## src/rtl/cpu_ctrl_fsm_if.sv

```systemverilog
// Instruction-memory fetch bus between cpu_ctrl_fsm (master) and the instruction store (slave).
// Handshake: the master holds imem_req high with imem_addr stable until the slave returns imem_valid with imem_rdata; a word is taken only in a cycle where both imem_req and imem_valid are 1.
interface cpu_ctrl_fsm_if #(
    parameter int PC_WIDTH = 16
);
    logic [PC_WIDTH-1:0] imem_addr;
    logic                imem_req;
    logic [15:0]         imem_rdata;
    logic                imem_valid;

    modport master (
        output imem_addr,
        output imem_req,
        input  imem_rdata,
        input  imem_valid
    );

    modport slave (
        input  imem_addr,
        input  imem_req,
        output imem_rdata,
        output imem_valid
    );
endinterface

```

## src/rtl/cpu_ctrl_fsm.sv

```systemverilog
// Multi-cycle control unit for the 16-bit ALU: fetch, decode, execute, writeback, one state per phase.
// Optional single-step input is enabled by defining CPU_CTRL_STEP_EN.
module cpu_ctrl_fsm #(
    parameter int                  PC_WIDTH = 16,
    parameter logic [PC_WIDTH-1:0] RESET_PC = '0
) (
    input  logic                  clk,
    input  logic                  rst,
`ifdef CPU_CTRL_STEP_EN
    input  logic                  step,
`endif
    cpu_ctrl_fsm_if.master        imem,
    output logic [2:0]            rs_addr,
    output logic [2:0]            rt_addr,
    output logic [2:0]            rd_addr,
    output logic                  reg_we,
    output logic                  wb_sel,
    output logic [2:0]            alu_op,
    output logic [15:0]           imm,
    input  logic                  alu_zero,
    output logic                  halted,
    output logic [2:0]            state
);

    typedef enum logic [2:0] {
        S_IDLE      = 3'd0,
        S_FETCH     = 3'd1,
        S_DECODE    = 3'd2,
        S_EXECUTE   = 3'd3,
        S_WRITEBACK = 3'd4,
        S_HALT      = 3'd5
    } state_e;

    localparam logic [2:0] OP_ADD   = 3'b000;
    localparam logic [2:0] OP_SUB   = 3'b001;
    localparam logic [2:0] OP_NOT   = 3'b100;
    localparam logic [2:0] OP_LOADI = 3'b101;
    localparam logic [2:0] OP_BEQ   = 3'b110;
    localparam logic [2:0] OP_HALT  = 3'b111;

    state_e              state_q, state_d;
    logic [PC_WIDTH-1:0] pc_q, pc_d;
    logic [15:0]         ir_q, ir_d;
    logic                req_q, req_d;
    logic                we_q, we_d;
    logic                wb_sel_q, wb_sel_d;
    logic [2:0]          alu_op_q, alu_op_d;
    logic [15:0]         imm_q, imm_d;
    logic [2:0]          rs_q, rs_d;
    logic [2:0]          rt_q, rt_d;
    logic [2:0]          rd_q, rd_d;
    logic                halted_q, halted_d;

    logic                step_ok;
    logic [2:0]          opcode;
    logic [PC_WIDTH-1:0] pc_inc;
    logic [PC_WIDTH-1:0] br_off;

`ifdef CPU_CTRL_STEP_EN
    assign step_ok = step;
`else
    assign step_ok = 1'b1;
`endif

    assign opcode = ir_q[15:13];
    assign pc_inc = pc_q + PC_WIDTH'(1);
    assign br_off = {{(PC_WIDTH-4){ir_q[3]}}, ir_q[3:0]};

    always_comb begin
        state_d  = state_q;
        pc_d     = pc_q;
        ir_d     = ir_q;
        req_d    = req_q;
        we_d     = 1'b0;
        wb_sel_d = wb_sel_q;
        alu_op_d = alu_op_q;
        imm_d    = imm_q;
        rs_d     = rs_q;
        rt_d     = rt_q;
        rd_d     = rd_q;
        halted_d = halted_q;

        case (state_q)
            S_IDLE: begin
                if (step_ok) begin
                    state_d = S_FETCH;
                    req_d   = 1'b1;
                end
            end
            S_FETCH: begin
                // Request may still be parked low here, waiting for a step pulse.
                if (!req_q) begin
                    req_d = step_ok;
                end else if (imem.imem_valid) begin
                    ir_d    = imem.imem_rdata;
                    req_d   = 1'b0;
                    state_d = S_DECODE;
                end
            end
            S_DECODE: begin
                rd_d     = ir_q[12:10];
                rs_d     = ir_q[9:7];
                rt_d     = ir_q[6:4];
                imm_d    = {6'b0, ir_q[9:0]};
                wb_sel_d = (opcode == OP_LOADI);
                if (opcode == OP_BEQ) begin
                    alu_op_d = OP_SUB;
                end else if (opcode <= OP_NOT) begin
                    alu_op_d = opcode;
                end else begin
                    alu_op_d = OP_ADD;
                end
                state_d = S_EXECUTE;
            end
            S_EXECUTE: begin
                case (opcode)
                    OP_BEQ: begin
                        pc_d    = alu_zero ? (pc_inc + br_off) : pc_inc;
                        req_d   = step_ok;
                        state_d = S_FETCH;
                    end
                    OP_HALT: begin
                        halted_d = 1'b1;
                        state_d  = S_HALT;
                    end
                    default: begin
                        we_d    = 1'b1;
                        state_d = S_WRITEBACK;
                    end
                endcase
            end
            S_WRITEBACK: begin
                pc_d    = pc_inc;
                req_d   = step_ok;
                state_d = S_FETCH;
            end
            S_HALT: begin
                state_d = S_HALT;
            end
            default: begin
                state_d = S_IDLE;
                req_d   = 1'b0;
            end
        endcase
    end

    always_ff @(posedge clk or posedge rst) begin
        if (rst) begin
            state_q  <= S_IDLE;
            pc_q     <= RESET_PC;
            ir_q     <= '0;
            req_q    <= 1'b0;
            we_q     <= 1'b0;
            wb_sel_q <= 1'b0;
            alu_op_q <= 3'b000;
            imm_q    <= '0;
            rs_q     <= '0;
            rt_q     <= '0;
            rd_q     <= '0;
            halted_q <= 1'b0;
        end else begin
            state_q  <= state_d;
            pc_q     <= pc_d;
            ir_q     <= ir_d;
            req_q    <= req_d;
            we_q     <= we_d;
            wb_sel_q <= wb_sel_d;
            alu_op_q <= alu_op_d;
            imm_q    <= imm_d;
            rs_q     <= rs_d;
            rt_q     <= rt_d;
            rd_q     <= rd_d;
            halted_q <= halted_d;
        end
    end

    assign imem.imem_addr = pc_q;
    assign imem.imem_req  = req_q;
    assign rs_addr        = rs_q;
    assign rt_addr        = rt_q;
    assign rd_addr        = rd_q;
    assign reg_we         = we_q;
    assign wb_sel         = wb_sel_q;
    assign alu_op         = alu_op_q;
    assign imm            = imm_q;
    assign halted         = halted_q;
    assign state          = state_q;

endmodule
```

## src/flat_wrapper.sv

```systemverilog
// flat-port wrapper written by rule: the top's interface ports become plain ports
module cpu_ctrl_fsm_flat 
#(
    parameter int                  PC_WIDTH = 16,
    parameter logic [PC_WIDTH-1:0] RESET_PC = '0
)
  (clk, rst, rs_addr, rt_addr, rd_addr, reg_we, wb_sel, alu_op, imm, alu_zero, halted, state, imem_imem_addr, imem_imem_req, imem_imem_rdata, imem_imem_valid);
  cpu_ctrl_fsm_if #(.PC_WIDTH(PC_WIDTH)) imem_i ();
  input  logic clk;
  input  logic rst;
  output logic [2:0] rs_addr;
  output logic [2:0] rt_addr;
  output logic [2:0] rd_addr;
  output logic reg_we;
  output logic wb_sel;
  output logic [2:0] alu_op;
  output logic [15:0] imm;
  input  logic alu_zero;
  output logic halted;
  output logic [2:0] state;
  output wire logic [$bits(imem_i.imem_addr)-1:0] imem_imem_addr;
  output wire logic [$bits(imem_i.imem_req)-1:0] imem_imem_req;
  input wire logic [$bits(imem_i.imem_rdata)-1:0] imem_imem_rdata;
  input wire logic [$bits(imem_i.imem_valid)-1:0] imem_imem_valid;
  assign imem_imem_addr = imem_i.imem_addr;
  assign imem_imem_req = imem_i.imem_req;
  assign imem_i.imem_rdata = imem_imem_rdata;
  assign imem_i.imem_valid = imem_imem_valid;
  cpu_ctrl_fsm #(.PC_WIDTH(PC_WIDTH), .RESET_PC(RESET_PC)) u_core (.clk(clk), .rst(rst), .imem(imem_i), .rs_addr(rs_addr), .rt_addr(rt_addr), .rd_addr(rd_addr), .reg_we(reg_we), .wb_sel(wb_sel), .alu_op(alu_op), .imm(imm), .alu_zero(alu_zero), .halted(halted), .state(state));
endmodule
```

## config.mk

```make
export PLATFORM = sky130hd
export DESIGN_NAME = cpu_ctrl_fsm_flat
export DESIGN_NICKNAME = d
export VERILOG_FILES = /design/src/rtl/cpu_ctrl_fsm_if.sv /design/src/rtl/cpu_ctrl_fsm.sv /design/src/flat_wrapper.sv
export SDC_FILE = /design/constraint.sdc
export NUM_CORES = 1
export LEC_CHECK = 0
export ABC_AREA = 1
export CAP_MARGIN = 25
export CORE_AREA = 2 2 105 107
export CTS_CLUSTER_DIAMETER = 40
export DETAILED_ROUTE_END_ITERATION = 8
export DIE_AREA = 0 0 107 109
export PLACE_DENSITY_LB_ADDON = 0.12
export SETUP_SLACK_MARGIN = 0.2
export SYNTH_ARGS = -nofsm -noshare
export SYNTH_HDL_FRONTEND = slang
export SYNTH_SLANG_ARGS = --single-unit
```

## constraint.sdc

```tcl
create_clock -name clk -period 2.6 [get_ports clk]
set_input_delay 0.52 -clock clk [delete_from_list [all_inputs] [get_ports clk]]
set_output_delay 0.52 -clock clk [all_outputs]
set_load 0.01 [all_outputs]
```

==> run notes, run 1 <==
Status on the layout run. Entering global routing, the biggest net connects 56 pins. Cell count after placement landed at 686. Once layout is complete, the cells apart from fillers number between 700 and 800. The worst hold path begins at u_core.halted. The number of clock buffers added by TritonCTS is 5. The final critical path takes up 97.4% of the cycle.

Clock period minus worst slack landed at between 2 and 3 ns. In this run the tools logged warnings totalling 32. A synthesized cell averages 7.59 sq um. Global routing met2 resource utilization landed at 30.6%.

Final antenna diode count landed at 0. Maximum VDD drop landed at 0.572 mV. The run finished with clean final reports. After clock tree synthesis, the flow added hold-fix buffers numbering 0. On the worst setup and hold paths after CTS, the clock-pin slew comes to between 0.1 and 0.15 ns. After global routing, the most crowded layer is met2. First-pass GRT wire length landed at between 15000 and 20000 um. The detail route stage leaves a number of antenna-violating nets equal to 0. The number of multi-input combinational cells in the layout is ~340. Along the worst hold path, the cell count comes to 1.
[run 1: state kept, by name, indices dropped and copies added, names as in the netlist, 2 cells and up]
signal	cells
u_core.imem.imem_addr	16
u_core.ir_q	16
u_core.imm	5
u_core.alu_op	3
u_core.rd_addr	3
u_core.rs_addr	3
u_core.state	3
u_core.rt_addr	2
[run 1: where the power goes]
part	leakage, uW	total (uW)	switching, uW	internal, uW
clock	0.0000533	542	317	225
sequential	0.000641	1580	330	1250
combinational	0.00167	5070	2750	2320
total	0.00237	7200	3400	3800
[run 1: synthesized netlist by cell type (all sizes together) (2+ instances only)]
library cell  number  area, sq um
a21o               3         22.5
a21oi             40          208
buf               19          138
clkbuf             4         35.0
dfrtp             55         1380
ha                20          250
inv               63          236
mux2               3         33.8
nand2            121          462
nand3             26          135
nand3b             3         22.5
nand4              3         18.8
nor2              54          238
nor3               5         30.0
o211ai             2         15.0
o21ai             27          135
o21bai             4         30.0
o22ai              2         18.8
o41ai              2         25.0
xnor2              2         17.5
xor2              13          121
[run 1: logic make-up after synthesis]
family	synth area share, %
simple gates	25.4
buf+inv	11.2
compound gates	13.3
flops	37.8
fa+ha+maj	7.42
xor+xnor	3.81
mux	0.928
other cells	0.103
[run 1: through the flow]
| stage | hold slack [ns] | utilization, % |
|---|---|---|
| finish | 0.482 | 47.0 |
| global route | 0.511 | 47.0 |
| CTS | 0.488 | 45.5 |
| detailed placement | 0.462 | 42.3 |
| global placement | 0.452 | 42.3 |
| floorplan | 0.443 | - |
[run 1: critical path, stage by stage, from the launching register on]
cell and delay, ns:
sky130_fd_sc_hd__dfrtp_1 0.40, sky130_fd_sc_hd__buf_6 0.11, sky130_fd_sc_hd__nand2_2 0.06, sky130_fd_sc_hd__nor2_4 0.18, sky130_fd_sc_hd__nand3_2 0.13, sky130_fd_sc_hd__buf_4 0.17, sky130_fd_sc_hd__nor2_4 0.12, sky130_fd_sc_hd__xor2_4 0.21
sky130_fd_sc_hd__ha_1 0.29, sky130_fd_sc_hd__nand2_2 0.11, sky130_fd_sc_hd__inv_1 0.04, sky130_fd_sc_hd__nand2_1 0.05, sky130_fd_sc_hd__nand2_1 0.06, sky130_fd_sc_hd__a21oi_2 0.13, sky130_fd_sc_hd__nand3_1 0.11, sky130_fd_sc_hd__nand3_1 0.09
sky130_fd_sc_hd__nand2_1 0.05, sky130_fd_sc_hd__nand3_1 0.07, sky130_fd_sc_hd__nand2_1 0.05
[run 1: how the worst max path moves through the flow]
stage,startpoint,endpoint,slack (ns),depth (start not counted)
after floorplan,u_core.imem.imem_addr[1],u_core.imem.imem_addr[15],0.21,18
after global placement,u_core.imem.imem_addr[0],u_core.imem.imem_addr[13],-0.03,17
after detailed placement,u_core.imem.imem_addr[1],u_core.imem.imem_addr[13],-0.04,17
after CTS,u_core.imem.imem_addr[0],u_core.imem.imem_addr[15],0.1,20
after global routing,u_core.imem.imem_addr[0],u_core.imem.imem_addr[15],-0.12,21
final,u_core.imem.imem_addr[1],u_core.imem.imem_addr[15],0.07,18
[run 1: timing repair]
item / 4_1_cts / 5_1_grt
setup buffers: 8 / 4
endpoints found under the setup margin: 8 / 11
pin swaps: 19 / 19
gates cloned: 0 / 0
gates resized: 38 / 28
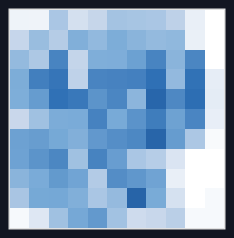
**Above:** run 1 (placement density heat map).
Scale: 2 px per um. The die is cut into 11 by 11 equal tiles; white is low, dark blue is high, 0 to 100% covered.
- emptiest ninth of the die: south-east
- nearly empty tiles: 6.6%
- fullest tile: 79%

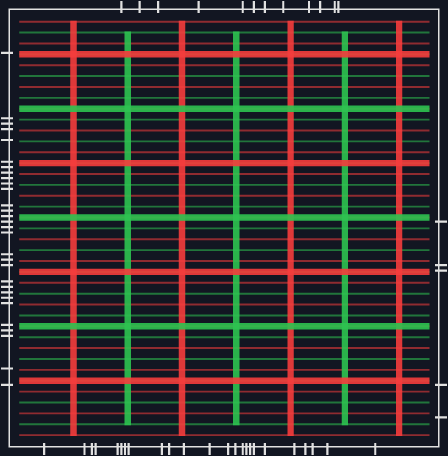
**Above:** run 1 (PDN straps and rails).
Scale: 4 px per um. Pins as bars on the die edge.
- green: VDD
- red: VSS
- rows: 38
- met5 straps: 7

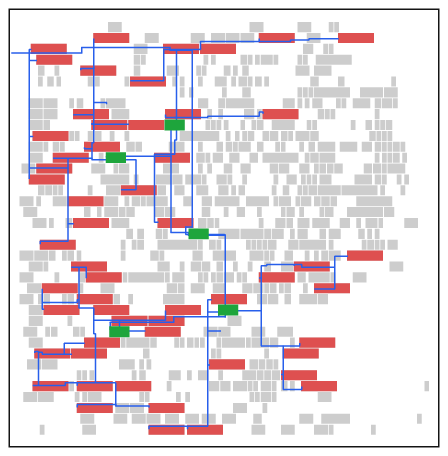
**Above:** run 1 (clock network drawn from the DEF).
Scale: 4 px per um.
- blue: clock wires (length 823 um)
- green: cells driving clock nets (count 5)
- red: flip-flops (count 55)
- routed clock nets: 6

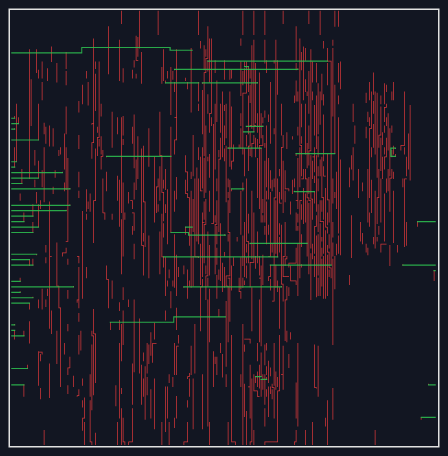
**Above:** run 1 (signal wires by layer).
Scale: 4 px per um. Two of the layers only.
- red: met2 (wire length 4990 um)
- green: met3 (wire length 485 um)

**Run 1: routing congestion**

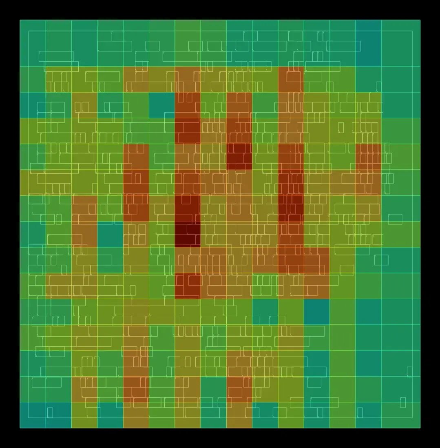

==> inputs of run 2 (changes only) <==
==> constraint.sdc (replaced) <==
create_clock -name clk -period 2.6 [get_ports clk]
set_input_delay 0.26 -clock clk [delete_from_list [all_inputs] [get_ports clk]]
set_output_delay 0.26 -clock clk [all_outputs]
set_load 0.01 [all_outputs]
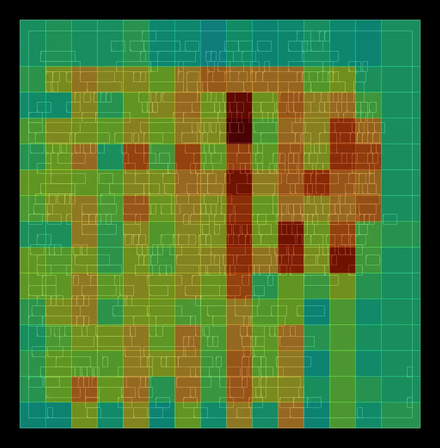
**Above:** run 2 (routing congestion).
met1 GRT Util: 22.6%
most heavily used metal layer in global routing: met2
average routed wire per standard cell: 14.0 um
final core occ: 48.1%

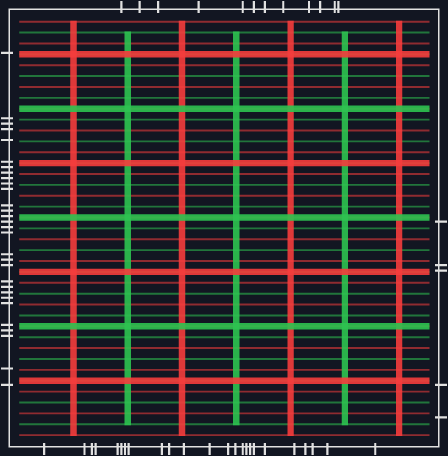
**Above:** run 2 (PDN straps and rails).
Scale: 4 px per um. Pins as bars on the die edge.
- green: VDD
- red: VSS
- rows: 38
- met4 straps: 7

==> run notes, run 2 <==
Status on the layout run. The leakage power in the latest report is 0.00241 uW. Internal power consumption landed at 3850 uW (+1.5%). Area share of and/or/nand/nor cells after synthesis landed at 25.4% (unchanged). First-pass GRT wire length landed at 16300 um (+0.47%). The final antenna diode count is 0 (unchanged).

Post-synthesis average cell area landed at 7.59 sq um (unchanged). The share of synthesized cell area in and-or and or-and compound cells was 13.3% (unchanged). The TritonCTS buffer count came to 5 (unchanged). Post-route clock period utilization landed at 94.5% (-2.9 points). Smallest setup slack after layout landed at between 0.1 and 0.15 ns. In the layout the commonest cells are 100 x sky130_fd_sc_hd__nand2_1, 64 x sky130_fd_sc_hd__clkdlybuf4s50_1, 55 x sky130_fd_sc_hd__inv_1. Final weighted congestion in routability-driven placement landed at around 0.91.

Number of ports placed on the die boundary landed at slightly above 70. The worst register-to-register path has a depth of 18. The synthesis run identifies the leading combinational cell family as simple AND/OR/NAND/NOR gates. sky130_fd_sc_hd__nand2_1 is the most common cell in the netlist. Clock transition time at the flip-flop clock pins of the worst setup and hold paths landed at 0.12 ns (about the same). Residual antenna-violating net count after detailed routing landed at 0 (unchanged). The switching share of power is 47.1% (-0.12 points). The synthesis run shows the most used standard cells to be 118 x sky130_fd_sc_hd__nand2_1, 60 x sky130_fd_sc_hd__inv_1, 55 x sky130_fd_sc_hd__dfrtp_1. The clock period minus worst slack was 2.46 ns (-0.0758 ns). The share of cell area taken by muxes after synthesis came to 0.928% (unchanged). Setup repair after global routing could not meet its margin everywhere.

Effective utilization at floorplan landed at 34.3%. Area of the synthesized netlist per yosys stat landed at about 3600 sq um. The maximum VDD drop came to 0.478 mV (-16%). Register share after synthesis landed at a little under two fifths.

The clock net in this run drives a total of ~55 sinks. Via count of the first global-routing pass landed at around 3.4k. The count of tool warnings is 32 (unchanged). The area share of the leading cell type in the synthesized netlist is 37.8% (unchanged). The main area contributors are sky130_fd_sc_hd__dfrtp_1 38%, sky130_fd_sc_hd__nand2_1 12%, sky130_fd_sc_hd__ha_1 6.9%. Sequential fraction of design power landed at 22.2% (+0.2 points). In the setup report, the worst path falls into the class register to register. The critical path endpoint has a required time of between 2 and 3 ns. Looking at the clock tree report, the root buffer type is sky130_fd_sc_hd__clkbuf_8. Per the synthesis report, the dominant area consumer among library cells is sky130_fd_sc_hd__dfrtp_1. Total of warnings raised by yosys landed at 0. Xor/xnor cell area share of the yosys netlist landed at 3.81% (unchanged). Net switching component of the power landed at 3430 uW (+0.98%). Adder and majority gate portion of the synthesized area landed at 7.42% (unchanged). Proportion of power drawn by the clock network landed at 7.4% (about the same). Portion of total power attributed to combinational logic landed at 70.4% (about the same). The flow ran to the end, and the final reports show no timing, DRC or antenna violations. The maximum number of pins on one net before global-route repair came to 34 (-39%). Power density over the cells landed at around 1400 nW/um^2.
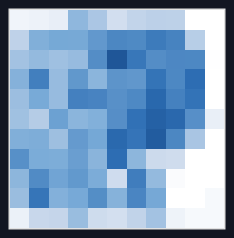
**Above:** run 2 (placement density heat map).
Scale: 2 px per um. The die is cut into 11 by 11 equal tiles; white is low, dark blue is high, 0 to 100% covered.
- densest ninth of the die: center
- emptiest ninth of the die: south-east
- nearly empty tiles: 11%
- mean over tiles: 42%
- tiles over 75% full: 6.6%
- fullest tile: 85%

## run 2: cell counts after synthesis
Identical to the previous run, type by type.
## run 2: final cells by class
class | count | area (sq um)
multi-input combinational | 344 | 2270
tap | 140 | 175
fill | 1049 | 5500
clock buffer | 5 | 68.8
sequential | 55 | 1380
inverter | 63 | 236
clock inverter | 3 | 33.8
timing repair buffer | 102 | 942
## run 2: final timing paths
kind	start	to	slack [ns]
setup / recovery	u_core.imem.imem_addr[0]	u_core.imem.imem_addr[15]	0.14
hold / removal	rst	u_core.imem.imem_req	0.27
setup reg to reg	u_core.imem.imem_addr[0]	u_core.imem.imem_addr[15]	0.14
hold reg to reg	u_core.halted	u_core.halted	0.49
max in group asynchronous	rst	u_core.ir_q[3]	1.76
min in group clk	u_core.halted	u_core.halted	0.49
## run 2: power by group through the flow
stage	registers [uW]	logic (uW)	clock network (uW)
floorplan	1700	2560	0
global placement	1600	4160	0
detailed placement	1610	4140	0
CTS	1610	4590	557
global route	1680	5710	598
finish	1610	5130	540
## run 2: logic make-up after synthesis
| logic type | count (synthesis) |
|---|---|
| xor+xnor | 15 |
| flops | 55 |
| compound gates | 84 |
| mux | 3 |
| simple gates | 215 |
| other cells | 1 |
| buf+inv | 86 |
| fa+ha+maj | 21 |
## run 2: layer usage
layer / track usage (%) / vias to the layer above / routed length [um]
li1: - / 1702 / -
met1: 22.6 / 1587 / 4530
met4: 5.10 / 0 / 219
met3: 3.59 / 18 / 474
met5: 0 / - / 0
met2: 30.3 / 78 / 4740
## run 2: through the flow
stage | util [%] | setup TNS [ns] | instances | hold slack [ns] | total power, uW
6_report | 48.1 | 0 | 712 | 0.273 | 7280
2_1_floorplan | - | 0 | 485 | 0.410 | 4270
3_3_place_gp | 42.3 | -0.252 | 688 | 0.454 | 5760
4_1_cts | 45.6 | 0 | 707 | 0.289 | 6760
5_1_grt | 48.1 | 0 | 712 | 0.325 | 7980
3_5_place_dp | 42.3 | -0.156 | 688 | 0.465 | 5750
## run 2: worst max-delay path: stages, from the launching register on
cell and delay [ns]:
sky130_fd_sc_hd__dfrtp_1 0.38, sky130_fd_sc_hd__ha_2 0.19, sky130_fd_sc_hd__nand2_2 0.07, sky130_fd_sc_hd__nor2_4 0.13, sky130_fd_sc_hd__nand3_4 0.15, sky130_fd_sc_hd__o21ai_2 0.20, sky130_fd_sc_hd__nand2_2 0.11, sky130_fd_sc_hd__ha_4 0.31
sky130_fd_sc_hd__nand2_2 0.06, sky130_fd_sc_hd__inv_2 0.08, sky130_fd_sc_hd__nand2_2 0.07, sky130_fd_sc_hd__nor3_2 0.14, sky130_fd_sc_hd__nand2_2 0.12, sky130_fd_sc_hd__nand2_2 0.08, sky130_fd_sc_hd__nand2_2 0.06, sky130_fd_sc_hd__nand3_2 0.05
sky130_fd_sc_hd__nand2_1 0.04, sky130_fd_sc_hd__nand3_1 0.06, sky130_fd_sc_hd__nand2_1 0.06
## run 2: what timing repair did
action,4_1_cts,5_1_grt
endpoints found under the setup margin,8,11
gates cloned,0,0
resized,33,45
pin swaps,19,23
hold buffers,0,0
buffers inserted,11,5
Power and IR drop assume default switching activity.
